==> run_1/registers.png <==
(2 px per um) Other sequential cells in the stronger gray, the rest of the logic in the fainter gray.
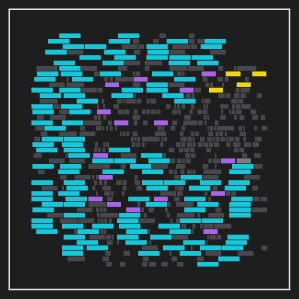
==> run_1/port_nets.png <==
(3 px per um)
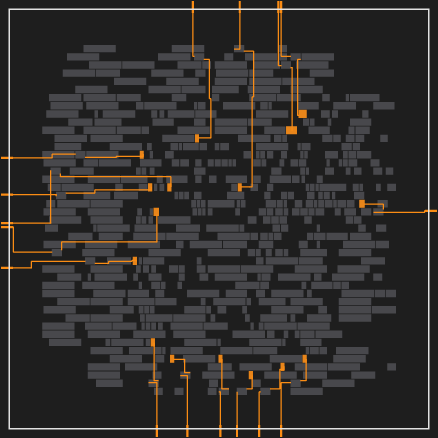
==> run_1/final_congestion.png <==
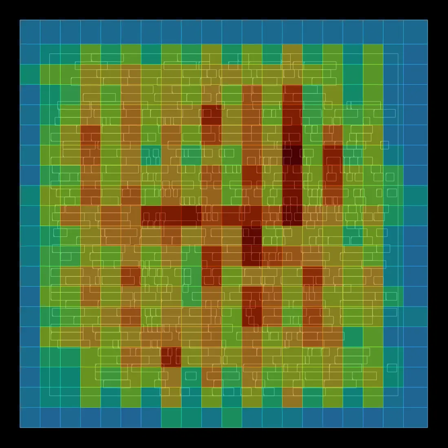
### config.mk
export PLATFORM = sky130hd
export DESIGN_NAME = pc_unit
export DESIGN_NICKNAME = d
export VERILOG_FILES = /design/src/rtl/pc_unit.sv
export SDC_FILE = /design/constraint.sdc
export NUM_CORES = 1
export LEC_CHECK = 0
export CAP_MARGIN = 20
export CELL_PAD_IN_SITES_DETAIL_PLACEMENT = 0
export CELL_PAD_IN_SITES_GLOBAL_PLACEMENT = 1
export CORE_MARGIN = 10
export CORE_UTILIZATION = 44
export DETAILED_ROUTE_END_ITERATION = 12
export PLACE_DENSITY_LB_ADDON = 0.12
export REMOVE_ABC_BUFFERS = 1
export SETUP_SLACK_MARGIN = 0.4
export SLEW_MARGIN = 0
export SYNTH_ARGS = -nofsm -noshare
export SYNTH_HDL_FRONTEND = slang
export SYNTH_SLANG_ARGS = --single-unit
### constraint.sdc
create_clock -name clk -period 2.9 [get_ports clk]
set_clock_uncertainty 0.1 [all_clocks]
set_input_delay 0.87 -clock clk [delete_from_list [all_inputs] [get_ports clk]]
set_output_delay 0.87 -clock clk [all_outputs]
set_load 0.02 [all_outputs]
### src/rtl/pc_unit.sv
// pc_unit: program counter stage for the 16-bit CPU.
// Holds the current instruction address and supports increment, absolute jump, subroutine call
// and return. Return addresses live in an internal LIFO stack built from registers.
//
// Ports:
//   clk          system clock, rising-edge active
//   reset_n      synchronous active-low reset
//   inc          advance pc by 1
//   load         jump: pc <= addr_in
//   call         push pc+1, then pc <= addr_in
//   ret          pop: pc <= top of stack
//   addr_in      jump/call target
//   pc           current program counter (registered)
//   sp           number of valid stack entries, 0..DEPTH
//   stack_full   sp == DEPTH
//   stack_empty  sp == 0
//   stack_err    sticky flag: push on full or pop on empty was attempted
module pc_unit #(
   parameter int unsigned      WIDTH      = 16,
   parameter int unsigned      DEPTH      = 8,
   parameter logic [WIDTH-1:0] RESET_ADDR = '0
) (
   input  logic                     clk,
   input  logic                     reset_n,
   input  logic                     inc,
   input  logic                     load,
   input  logic                     call,
   input  logic                     ret,
   input  logic [WIDTH-1:0]         addr_in,
   output logic [WIDTH-1:0]         pc,
   output logic [$clog2(DEPTH):0]   sp,
   output logic                     stack_full,
   output logic                     stack_empty,
   output logic                     stack_err
);

   localparam int unsigned IDXW = $clog2(DEPTH);
   localparam int unsigned SPW  = IDXW + 1;

   logic [WIDTH-1:0] pc_q, pc_d;
   logic [SPW-1:0]   sp_q, sp_d;
   logic             err_q, err_d;
   logic [WIDTH-1:0] stack_q [DEPTH];

   logic [WIDTH-1:0] pc_plus1;
   logic [SPW-1:0]   sp_minus1;
   logic [IDXW-1:0]  push_idx;
   logic [IDXW-1:0]  pop_idx;
   logic             full;
   logic             empty;
   logic             push;

   assign pc_plus1  = pc_q + WIDTH'(1);   // wraps modulo 2^WIDTH
   assign sp_minus1 = sp_q - SPW'(1);
   assign push_idx  = sp_q[IDXW-1:0];
   assign pop_idx   = sp_minus1[IDXW-1:0];
   assign full      = (sp_q == SPW'(DEPTH));
   assign empty     = (sp_q == '0);

   // Priority: ret > call > load > inc > hold. Illegal stack ops only raise the error flag.
   always_comb begin
      pc_d  = pc_q;
      sp_d  = sp_q;
      err_d = err_q;
      push  = 1'b0;
      if (ret) begin
         if (empty) begin
            err_d = 1'b1;
         end else begin
            pc_d = stack_q[pop_idx];
            sp_d = sp_minus1;
         end
      end else if (call) begin
         if (full) begin
            err_d = 1'b1;
         end else begin
            push = 1'b1;
            pc_d = addr_in;
            sp_d = sp_q + SPW'(1);
         end
      end else if (load) begin
         pc_d = addr_in;
      end else if (inc) begin
         pc_d = pc_plus1;
      end
   end

   always_ff @(posedge clk) begin
      if (!reset_n) begin
         pc_q  <= RESET_ADDR;
         sp_q  <= '0;
         err_q <= 1'b0;
      end else begin
         pc_q  <= pc_d;
         sp_q  <= sp_d;
         err_q <= err_d;
      end
   end

   // Stack storage is not reset; entries above sp are unreachable. Reset suppresses the push.
   always_ff @(posedge clk) begin
      if (reset_n && push) begin
         stack_q[push_idx] <= pc_plus1;
      end
   end

   assign pc          = pc_q;
   assign sp          = sp_q;
   assign stack_full  = full;
   assign stack_empty = empty;
   assign stack_err   = err_q;

endmodule

==> flow_metrics.tcl, run 1 <==
# place-and-route summary
set metrics [dict create \
    status "finished clean" \
    ys_top_logic_family "multiplexers" \
    rsz0062_at_grt "true" \
    drtPass1Iterations 5 \
    ant_nets 0 \
    dieWidth_um 139 \
    crit_top_cell "nor2b_4" \
    finalHoldViolCount 0 \
    r2r_cells 5 \
    min_path_type "reg -> reg" \
    tightest_slew_ps 682 \
    dpl.hpwl_um 10600 \
    crit_path_end_kind "output pin" \
    gr-total-overflow 0 \
    area_leaders "edfxtp_1, mux4_2, dfxtp_1" \
    clock_latency_ps 420 \
    drv_slew 0 \
    clkTransAtPathRegs_ps 60 \
    cts_buffers 17 \
    slowest_stage "dfxtp_1" \
    drt_drc_violations_left 0 \
    fp_util_pct 45.0 \
    r2r_end "pc[11]$_SDFFE_PN0P_" \
    rows 43 \
    core_um2 13900 \
    netlist_area_um2 6270 \
    warnings 28 \
    whs_ps 361 \
    ys_sh_simple_pct 7.34 \
    antenna_cells 0 \
    ir_drop_uv 474 \
    syn_inst 407 \
    routed_wl_um 15900 \
    die-area_um2 19400 \
    cpPeakStageDelay_ps 310 \
    register_area_um2 4270 \
    fin_crit_ps 2470 \
    async_flop_share_pct 0 \
    grt_pass1_wl_um 24800 \
    cp.required_ps 1930 \
    yosysSeqAreaShare_pct 68.0 \
    critPathKind "reg -> out" \
    ys_warn_count 0 \
    ys_cells 407 \
    powerDensity_nw_per_um2 983 \
    final-comb-area_um2 1940 \
    r2r_start "pc[7]$_SDFFE_PN0P_" \
    syn-mean-instance-area_um2 15.4 \
    yosys-stat-area_um2 6270 \
    synth-seq-cells 149 \
    h-tree-depth 4 \
    total_power_uw 7670 \
    ys_sh_xor_pct 2.24 \
    edf_count 128 \
    maxCapViolations 0 \
    post-synth-top-area-fraction_pct 61.3 \
    aoi_share_pct 8.10 \
    nFillCells 1145 \
    start_kind "flip-flop" \
    cts_buffer_depth 2 \
    yosys.area.top_type "edfxtp_1" \
    setup_viol_count_final 0 \
    endpoint "stack_empty" \
    cp-startpoint "sp[1]$_SDFFE_PN0P_" \
    dieHeight_um 139 \
    cts_root_buf "clkbuf_16" \
    flop_cell "edfxtp_1" \
    yosysUniqueCellTypes 42 \
    dp.cells 647 \
    drive_above_1_share_pct 25.0 \
    dr.first_iter.drc_count 414 \
    cts_tree "built" \
    cts.hold.buffers_added 0 \
    avgViaCountPerCell 5.78 \
    ys_sh_adder_pct 0.599 \
    ys_sh_mux_pct 11.7 \
    cp_cell_sequence "inv_1 > ha_4 > nor2b_4 > nor2b_4 > buf_4" \
    arrival_ps 1500 \
    instances_no_fill 680 \
    finalCritPeriodShare_pct 85.1 \
    grt_pass1_vias 4057 \
    max_freq_mhz 405 \
    slew_headroom_pct 54.2 \
    area_growth_pct 24.5 \
    track_usage_pct 16.9 \
    r2r_setup_slack_ps 580 \
    wl_per_cell_um 23.5 \
    vias 3932 \
]
-- registers.png (at the start) --
legend:
  pc:
    color: purple
    placed_flops: 16
  sp:
    color: yellow
    placed_flops: 4
    where: top right
  stack_q:
    color: cyan
    placed_flops: 128
not colored: 1

-- port_nets.png (at the start) --
legend:
  addr_in:
    color: orange
    direction: input
    end_cells: 16
    buffers: 16
    wire: 644 um
PortBufs: 44
I/O Pins: 45

-- final_congestion.png (at the start) --
met1 global-route usage: 22.4%
final core occ: 56.0%
busiest grt layer: met2

run 1: metrics by stage:
| step | setup slack, ps | setup TNS (ps) | instance area [um^2] |
|---|---|---|---|
| 2_1_floorplan | -1600 | -176650 | 6160 |
| 6_report | 431 | 0 | 7800 |
| 5_1_grt | 364 | 0 | 7800 |
| 3_5_place_dp | 46.4 | 0 | 7170 |
| 3_3_place_gp | 74.3 | 0 | 7170 |
| 4_1_cts | 179 | 0 | 7760 |
run 1: where the power goes:
part,total [uW],internal (uW),leakage (uW),switching [uW]
registers,2950,2730,0.00134,216
clock network,2150,1350,0.000283,805
logic,2570,1140,0.00112,1430
total,7670,5220,0.00275,2450
run 1: worst min-delay path by stage:
stage,start,to,slack [ps],cells after the start
3_5_place_dp,stack_err$_SDFFE_PN0P_,stack_err$_SDFFE_PN0P_,350,1
6_report,stack_err$_SDFFE_PN0P_,stack_err$_SDFFE_PN0P_,360,1
4_1_cts,stack_err$_SDFFE_PN0P_,stack_err$_SDFFE_PN0P_,370,1
5_1_grt,stack_err$_SDFFE_PN0P_,stack_err$_SDFFE_PN0P_,370,1
2_1_floorplan,stack_err$_SDFFE_PN0P_,stack_err$_SDFFE_PN0P_,490,1
3_3_place_gp,stack_err$_SDFFE_PN0P_,stack_err$_SDFFE_PN0P_,350,1
run 1: placed cells by master, fill, tap and decap left out, types with 6 or more instances in the layout:
cell / Yosys / routed
edfxtp_1: 128 / 128
buf_4: 3 / 39
mux4_2: 32 / 32
o21ai_0: 25 / 25
nor2_1: 31 / 25
a21oi_1: 25 / 25
clkdlybuf4s50_1: 0 / 23
nand2_1: 22 / 22
dfxtp_1: 21 / 19
clkbuf_16: 0 / 17
dlygate4sd2_1: 0 / 16
nand3_1: 9 / 9
xnor2_1: 9 / 9
a221oi_1: 7 / 7
xor2_1: 7 / 6
nor2_2: 0 / 6
a22oi_1: 6 / 6
run 1: state kept, by name (all words and copies together), names as in the netlist:
register	cells
pc	16
sp	4
stack_err	1
stack_q	128
run 1: per-layer routing:
metal / up-vias / share of wire (%) / track usage (%)
met3: 31 / 5.9 / 3.64
met1: 2003 / 44 / 22.4
met5: - / 0 / 0
li1: 1770 / - / -
met4: 0 / 2.4 / 7.74
met2: 128 / 48 / 26.0
run 1: cell usage after synthesis, drive strengths merged, types with 3 or more instances:
cell type	instances
edfxtp	128
mux4	32
nor2	31
a21oi	25
o21ai	25
nand2	22
dfxtp	21
clkbuf	15
buf	9
nand3	9
xnor2	9
a221oi	7
xor2	7
a22oi	6
inv	6
a31oi	5
and2	4
nor3	4
nor4	4
and3	3
ha	3
nand4	3
or4	3
run 1: area by class of cell:
class,instances,share of cell area [%]
Multi-Input combinational cell,228,24.8
Clock buffer,23,6.25
Inverter,6,0.289
Tap cell,180,2.89
Clock inverter,9,1.30
Timing Repair Buffer,85,9.79
Sequential cell,149,54.7
run 1: worst max-delay path: cells and delay by family (launching register included):
kind	cells	cell delay, ps
fa+ha+maj	1	170
flops	1	310
buf+inv	2	270
simple gates	2	330
run 1: timing repair:
item,CTS,global route
buffers inserted,0,1
endpoints found under the setup margin,20,11
resized,31,12
==> run 1 -> run 2 <==
PLACE_DENSITY_LB_ADDON = 0.1   (was 0.12)
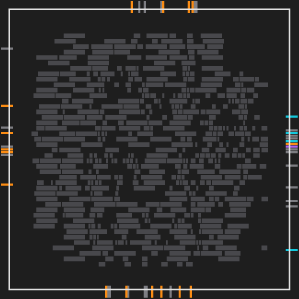
(run_2/pins.png)
(2 px per um) Pins as bars across the die edge, other pins in gray.
legend:
  inc:
    color: purple
    pins: 1
    direction: input
    edge: right
  addr_in:
    color: orange
    pins: 16
    direction: input
    edge: 6 bottom, 5 left, 4 top, 1 right
  sp:
    color: cyan
    pins: 4
    direction: output
    edge: right
all pins by edge: 15 right, 12 bottom, 9 left, 9 top

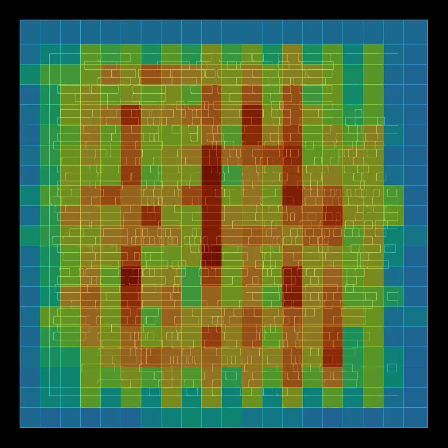
(run_2/final_congestion.png)
GR Layer Usage met2: 25.8%
final core occ: 55.6%

==> flow_metrics.tcl, run 2 <==
# place-and-route summary
set metrics [dict create \
    core_um2 13900 \
    cts.hold.buffers_added 0 \
    final-comb-area_um2 1920 \
    h-tree-depth 4 \
    drt_drc_violations_left 0 \
    arrival_ps 1520 \
    nFillCells 1153 \
    dieHeight_um 139 \
    rows 43 \
    ant_nets 0 \
    rsz0062_at_grt "true" \
    fin_crit_ps 2490 \
    vias 3920 \
    track_usage_pct 16.7 \
    dr.first_iter.drc_count 369 \
    maxCapViolations 0 \
    cts_buffer_depth 2 \
    edf_count 128 \
    netlist_area_um2 6270 \
    powerDensity_nw_per_um2 962 \
    die-area_um2 19400 \
    pin_count 45 \
    post-synth-top-area-fraction_pct 61.3 \
    yosys-stat-area_um2 6270 \
    dpl_cell_area_um2 7200 \
    area_growth_pct 23.6 \
    warnings 28 \
    synth-seq-cells 149 \
    crit_path_end_kind "output pin" \
    ys_top_cells_by_count "edfxtp_1, mux4_2, nor2_1, a21oi_1, o21ai_0" \
    lay_top_cells "edfxtp_1, buf_4, mux4_2" \
    clkTransAtPathRegs_ps 60 \
    cp.required_ps 1930 \
    status "finished clean" \
    dieWidth_um 139 \
    syn-mean-instance-area_um2 15.4 \
    syn_inst 407 \
    start_kind "flip-flop" \
    final_cell_area_um2 7750 \
    cts_setup_buffers 0 \
    cp_cell_sequence "inv_2 > ha_2 > nor2b_2 > nor2b_4 > buf_2" \
    yosysUniqueCellTypes 42 \
    dpl.hpwl_um 10600 \
    top_register "stack_q" \
    area_leaders "edfxtp_1, mux4_2, dfxtp_1" \
    register_area_um2 4270 \
    finalHoldViolCount 0 \
    ir_drop_uv 407 \
    cts_tree "built" \
    grt_pass1_wl_um 24500 \
    final_common_cell "edfxtp_1" \
    yosysSeqAreaShare_pct 68.0 \
    slowest_stage "dfxtp_2" \
    max_freq_mhz 402 \
    finalCritPeriodShare_pct 85.8 \
    yosys.area.top_type "edfxtp_1" \
    ys_warn_count 0 \
    critPathKind "reg -> out" \
    cpPeakStageDelay_ps 330 \
    drv_slew 0 \
    drive_above_1_share_pct 24.6 \
    num-nets-final 514 \
    cts_root_buf "clkbuf_16" \
    cts_buffers 17 \
    min_path_type "reg -> reg" \
    avgViaCountPerCell 5.76 \
    setup_tns_ps 0 \
    gr-total-overflow 0 \
    routed_wl_um 16300 \
    wl_per_cell_um 23.9 \
    clock_latency_ps 420 \
    tightest_slew_ps 708 \
    largest_register_ffs 128 \
    grt_pass1_vias 3971 \
    flop_cell "edfxtp_1" \
    fp_util_pct 45.0 \
    setup_viol_count_final 0 \
]
-- run 2: cell counts after synthesis --
Identical to the previous run, type by type.
-- run 2: worst paths after layout --
kind,from,to,slack (ps),cells past startpoint
max,sp[0]$_SDFFE_PN0P_,stack_empty,410,5
min,stack_err$_SDFFE_PN0P_,stack_err$_SDFFE_PN0P_,370,1
max reg2reg,sp[0]$_SDFFE_PN0P_,pc[10]$_SDFFE_PN0P_,580,6
min reg2reg,stack_err$_SDFFE_PN0P_,stack_err$_SDFFE_PN0P_,370,1
-- run 2: repair_timing --
action,in CTS,in global routing
gates cloned,0,0
endpoints found under the setup margin,19,24
hold endpoints to repair,0,0
resized,25,16
-- run 2: logic make-up (layout without fill, tap and decap cells) --
kind of cell	count (synthesis)	count (layout)	share of synthesized area, %
fa+ha+maj	3	3	0.599
xor+xnor	16	16	2.24
buf+inv	30	124	2.06
flops	149	149	68.0
simple gates	95	95	7.34
mux	33	33	11.7
compound gates	81	81	8.10
-- run 2: final cells by class --
| cell class | count | share of cell area, % |
|---|---|---|
| repair buffers | 87 | 10.2 |
| well taps | 180 | 2.91 |
| multi-input cells | 228 | 24.8 |
| inverters | 6 | 0.291 |
| clock inverters | 9 | 1.05 |
| flip-flops and latches | 149 | 55.1 |
| clock buffers | 22 | 5.73 |
-- run 2: critical path, delay by kind of cell (launching register included) --
| kind | cells | cell delay, ps |
|---|---|---|
| buffers and inverters | 2 | 230 |
| flip-flops | 1 | 330 |
| AND/OR/NAND/NOR | 2 | 370 |
| adder cells (fa/ha/maj) | 1 | 160 |
-- run 2: power breakdown --
part | leakage [uW] | switching (uW) | total [uW] | internal, uW
combinational | 0.00114 | 1430 | 2550 | 1120
sequential | 0.00134 | 203 | 2930 | 2730
clock | 0.000252 | 802 | 1970 | 1170
-- run 2: routing by layer --
metal  share of wire (%)  up-vias  GRT usage (%)  routed length, um
met5                   0        -              0                  0
met4                 1.1        0           5.55                175
met3                 5.2       16           4.05                854
met2                  48      104           25.8               7780
met1                  46     2018           22.7               7470
li1                    -     1782              -                  -
-- run 2: through the flow --
step	hold WS [ps]	cells	power, uW	setup slack [ps]	utilization [%]
floorplan	493	383	4480	-1600	-
global placement	348	650	5540	72.9	51.7
detailed placement	357	650	5560	-0.801	51.7
CTS	371	681	7490	206	55.4
global route	408	681	7820	347	55.6
finish	366	681	7460	413	55.6
Power is estimated from default activity; no workload was simulated.
